Fig. 1: wire density map
(4 px per µm) 12 x 12 tiles, from dark purple (low) to yellow (high), scaled to the fullest tile. Values are wire area over tile area, all layers added.
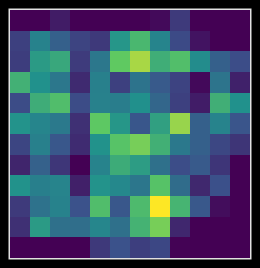
Fig. 2: logic cells by family
(6 px per µm)
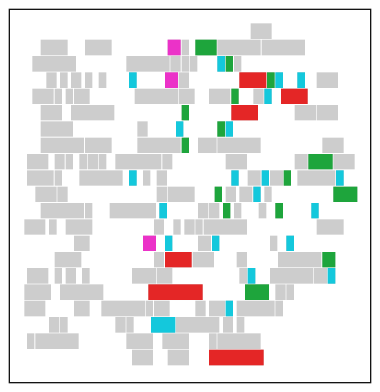
Fig. 3: signal wires by layer
(6 px per µm) Two of the layers only.
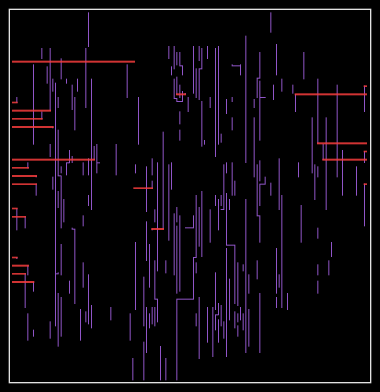
[src/rtl/fifo_burst_reader.sv]
// fifo_burst_reader: drains a fall-through FIFO in fixed-size bursts onto a valid/ready stream tagged with last
// Ports:
//   i_Clk, i_Rst_Sync_L                          clock, synchronous active-low reset
//   o_FIFO_Rd_En, i_FIFO_Rd_Data, i_FIFO_Count   FIFO read port (pop strobe, head word, occupancy)
//   o_Valid, o_Data, o_Last, i_Ready             output stream, o_Last marks final word of a burst
//   o_Busy                                       high while a burst is in progress
module fifo_burst_reader #(
    parameter int WIDTH     = 8,
    parameter int DEPTH     = 16,
    parameter int BURST_LEN = 4,
    parameter int TIMEOUT   = 32
) (
    input  logic                   i_Clk,
    input  logic                   i_Rst_Sync_L,
    output logic                   o_FIFO_Rd_En,
    input  logic [WIDTH-1:0]       i_FIFO_Rd_Data,
    input  logic [$clog2(DEPTH):0] i_FIFO_Count,
    output logic                   o_Valid,
    output logic [WIDTH-1:0]       o_Data,
    output logic                   o_Last,
    input  logic                   i_Ready,
    output logic                   o_Busy
);
    localparam int CW = $clog2(DEPTH) + 1;
    localparam int RW = $clog2(BURST_LEN + 1);
    localparam int TW = $clog2(TIMEOUT + 1);
    localparam logic [CW-1:0] BL_C = CW'(BURST_LEN);
    localparam logic [RW-1:0] BL_R = RW'(BURST_LEN);
    localparam logic [TW-1:0] TO   = TW'(TIMEOUT);

    typedef enum logic [1:0] {IDLE, BURST, DRAIN} state_t;

    state_t        state, state_nxt;
    logic [RW-1:0] remaining;
    logic [TW-1:0] tmo;
    logic          start, accept;

    // a full burst and a timed-out partial burst start the same way
    assign start  = (i_FIFO_Count >= BL_C) || (tmo == TO && i_FIFO_Count != '0);
    assign accept = o_Valid & i_Ready;

    always_ff @(posedge i_Clk) begin
        if (!i_Rst_Sync_L)
            state <= IDLE;
        else
            state <= state_nxt;
    end

    always_comb begin
        state_nxt = state == IDLE  ? (start ? BURST : IDLE) :
                    state == BURST ? (o_FIFO_Rd_En && remaining == RW'(1) ? DRAIN : BURST) :
                                     (accept ? IDLE : DRAIN);
    end

    // the count guard keeps the pop independent of any FIFO empty flag
    always_comb begin
        o_FIFO_Rd_En = state == BURST && remaining != '0 && i_FIFO_Count != '0 && (!o_Valid || i_Ready);
        o_Busy       = state != IDLE;
    end

    always_ff @(posedge i_Clk) begin
        if (!i_Rst_Sync_L) begin
            o_Valid   <= 1'b0;
            o_Last    <= 1'b0;
            o_Data    <= '0;
            remaining <= '0;
            tmo       <= '0;
        end else begin
            tmo <= (state != IDLE || start || i_FIFO_Count == '0) ? '0 : tmo + TW'(tmo != TO);
            if (state == IDLE && start)
                remaining <= i_FIFO_Count < BL_C ? RW'(i_FIFO_Count) : BL_R;
            else if (o_FIFO_Rd_En)
                remaining <= remaining - RW'(1);
            if (o_FIFO_Rd_En) begin
                o_Data  <= i_FIFO_Rd_Data;
                o_Valid <= 1'b1;
                o_Last  <= remaining == RW'(1);
            end else if (accept) begin
                o_Valid <= 1'b0;
                o_Last  <= 1'b0;
            end
        end
    end
endmodule

[config.mk]
export PLATFORM = sky130hd
export DESIGN_NAME = fifo_burst_reader
export DESIGN_NICKNAME = d
export VERILOG_FILES = /design/src/rtl/fifo_burst_reader.sv
export SDC_FILE = /design/constraint.sdc
export NUM_CORES = 1
export LEC_CHECK = 0
export ABC_AREA = 1
export CAP_MARGIN = 20
export CELL_PAD_IN_SITES_DETAIL_PLACEMENT = 0
export CELL_PAD_IN_SITES_GLOBAL_PLACEMENT = 1
export CORE_AREA = 2 2 58 60
export CTS_BUF_LIST = sky130_fd_sc_hd__clkbuf_2
export DETAILED_ROUTE_END_ITERATION = 10
export DIE_AREA = 0 0 60 62
export GPL_TIMING_DRIVEN = 0
export PLACE_DENSITY_LB_ADDON = 0.1
export SKIP_CTS_REPAIR_TIMING = 1
export SYNTH_ARGS = -nofsm -noshare
export SYNTH_HDL_FRONTEND = slang
export SYNTH_SLANG_ARGS = --single-unit
[constraint.sdc]
create_clock -name i_Clk -period 1.8 [get_ports i_Clk]
set_input_delay 0.36 -clock i_Clk [delete_from_list [all_inputs] [get_ports i_Clk]]
set_output_delay 0.36 -clock i_Clk [all_outputs]
set_load 0.05 [all_outputs]
==> run_results.csv <==
group,metric,value,unit
status,status,"finished, violations left",
status,violations,"negative setup slack",
job,cap_viol_max_count,0,
routing,ant_nets,0,
final_timing,setup_viol,1,
die,io_pins,28,
die,rows,21,
final_layout,final_core_util,0.472,
synth,syn_avg_cell_area,7.76,µm²
routing,viasPerCell,4.29,
critical_path,path_class,"reg -> out",
place,place_inst,208,
synth,postSynthSeqShare,0.401,
global_routing,antenna_found_initial,0,
die,die_x,60,µm
job,warnings,29,
final_timing,tns,-102,ps
final_timing,fin_ws,-102,ps
die,fp_util,0.329,
global_routing,grt_pass1_wl,3.75,mm
pwr,finalPower,1.29,mW
global_routing,grt_pass1_vias,832,
clocking,clk_latency,330,ps
synth,yosys_area,1050,µm²
clocking,cts_sinks,21,
critical_path,cp-start-kind,"flip-flop",
min_path,worstHoldPathType,"reg -> reg",
synth,synth.ff_latch_count,21,
## Picture notes: Fig. 1
emptiest ninth of the die: bottom right
tiles over half the peak: 24%
fullest tile: 0.31
nearly empty tiles: 18%

## Picture notes: Fig. 2
[AND and OR gates] magenta | cells: 3
[adder and majority cells] red | cells: 6
[inverters] cyan | cells: 21
[NOR gates] green | cells: 15
non-filler cells, final: 217
fraction of area in multi-input gates: 0.372

## Picture notes: Fig. 3
[met2] purple | wire length: 1,070 µm
[met3] red | wire length: 108 µm
DRT Wirelength: 2.35 mm
drt wl/cell: 10.8 µm
DR vias: 930
overall routing resource usage: 0.134

-- area by class of cell --
| class | count | area [µm²] | share of cell area |
|---|---|---|---|
| multi-input combinational | 91 | 558 | 0.372 |
| sequential | 21 | 423 | 0.282 |
| tap | 46 | 57.6 | 0.0384 |
| buffer | 2 | 15.0 | 0.0100 |
| inverter | 21 | 86.3 | 0.0575 |
| clock buffer | 4 | 20.0 | 0.0133 |
| timing repair buffer | 32 | 340 | 0.227 |
-- metrics by stage --
step / hold slack, ps / worst slack, ps
after detailed placement: 455 / -668
after floorplan: 458 / 251
after global routing: 499 / -203
final: 477 / -102
after CTS: 482 / -1000
after global placement: 450 / -679
-- cells by family (layout without fill, tap and decap cells) --
group,after synthesis,count (layout),share of synthesized area
flops,21,21,0.401
simple gates,65,65,0.333
xor+xnor,1,1,0.00836
fa+ha+maj,6,6,0.0717
compound gates,19,19,0.0932
buf+inv,23,59,0.0920
-- worst max-delay path, delay by kind of cell (launching register included) --
family,cells,cell delay (ps)
adder cells (fa/ha/maj),2,310
buffers and inverters,3,280
flip-flops,1,400
AND/OR/NAND/NOR,2,210
-- sequential cells by signal, summed over array words and instances (netlist names) --
register   count
tmo            6
state          2
o_Data         8
remaining      3
o_Valid        1
o_Last         1
-- cells in the mapped netlist --
| library cell | number | area share |
|---|---|---|
| a21oi_1 | 16 | 0.076 |
| buf_6 | 1 | 0.011 |
| clkbuf_1 | 1 | 0.0036 |
| clkinv_1 | 1 | 0.0036 |
| dfxtp_1 | 21 | 0.40 |
| ha_1 | 6 | 0.072 |
| inv_1 | 18 | 0.065 |
| inv_2 | 1 | 0.0036 |
| inv_4 | 1 | 0.0060 |
| nand2_1 | 32 | 0.11 |
| nand2_2 | 5 | 0.030 |
| nand3_1 | 3 | 0.014 |
| nand3_2 | 3 | 0.029 |
| nand3_4 | 2 | 0.033 |
| nand3b_1 | 1 | 0.0072 |
| nand4_1 | 1 | 0.0060 |
| nor2_1 | 11 | 0.039 |
| nor2_4 | 3 | 0.032 |
| nor3_2 | 1 | 0.0096 |
| o211ai_1 | 1 | 0.0072 |
| o21ai_0 | 2 | 0.0096 |
| or2_0 | 1 | 0.0060 |
| or2_2 | 2 | 0.012 |
| xor2_1 | 1 | 0.0084 |
-- power by group --
group	switching [mW]	internal [mW]
sequential	0.0268	0.512
clock	0.146	0.0588
combinational	0.320	0.224
-- routing by layer --
metal | GRT usage | wire [µm]
met5 | 0 | 0
met4 | 0.0571 | 21
met3 | 0.0269 | 107
met2 | 0.210 | 1070
met1 | 0.181 | 1150
-- path summary, 6_finish.rpt --
kind                 from            to  slack [ps]  depth (start not counted)
max          remaining[0]  o_FIFO_Rd_En        -100                          7
min             o_Data[6]     o_Data[6]         480                          2
max reg2reg  remaining[0]  remaining[1]         190                         11
min reg2reg     o_Data[6]     o_Data[6]         480                          2
Power figures rest on the tool's default switching activity, not on a simulated workload.
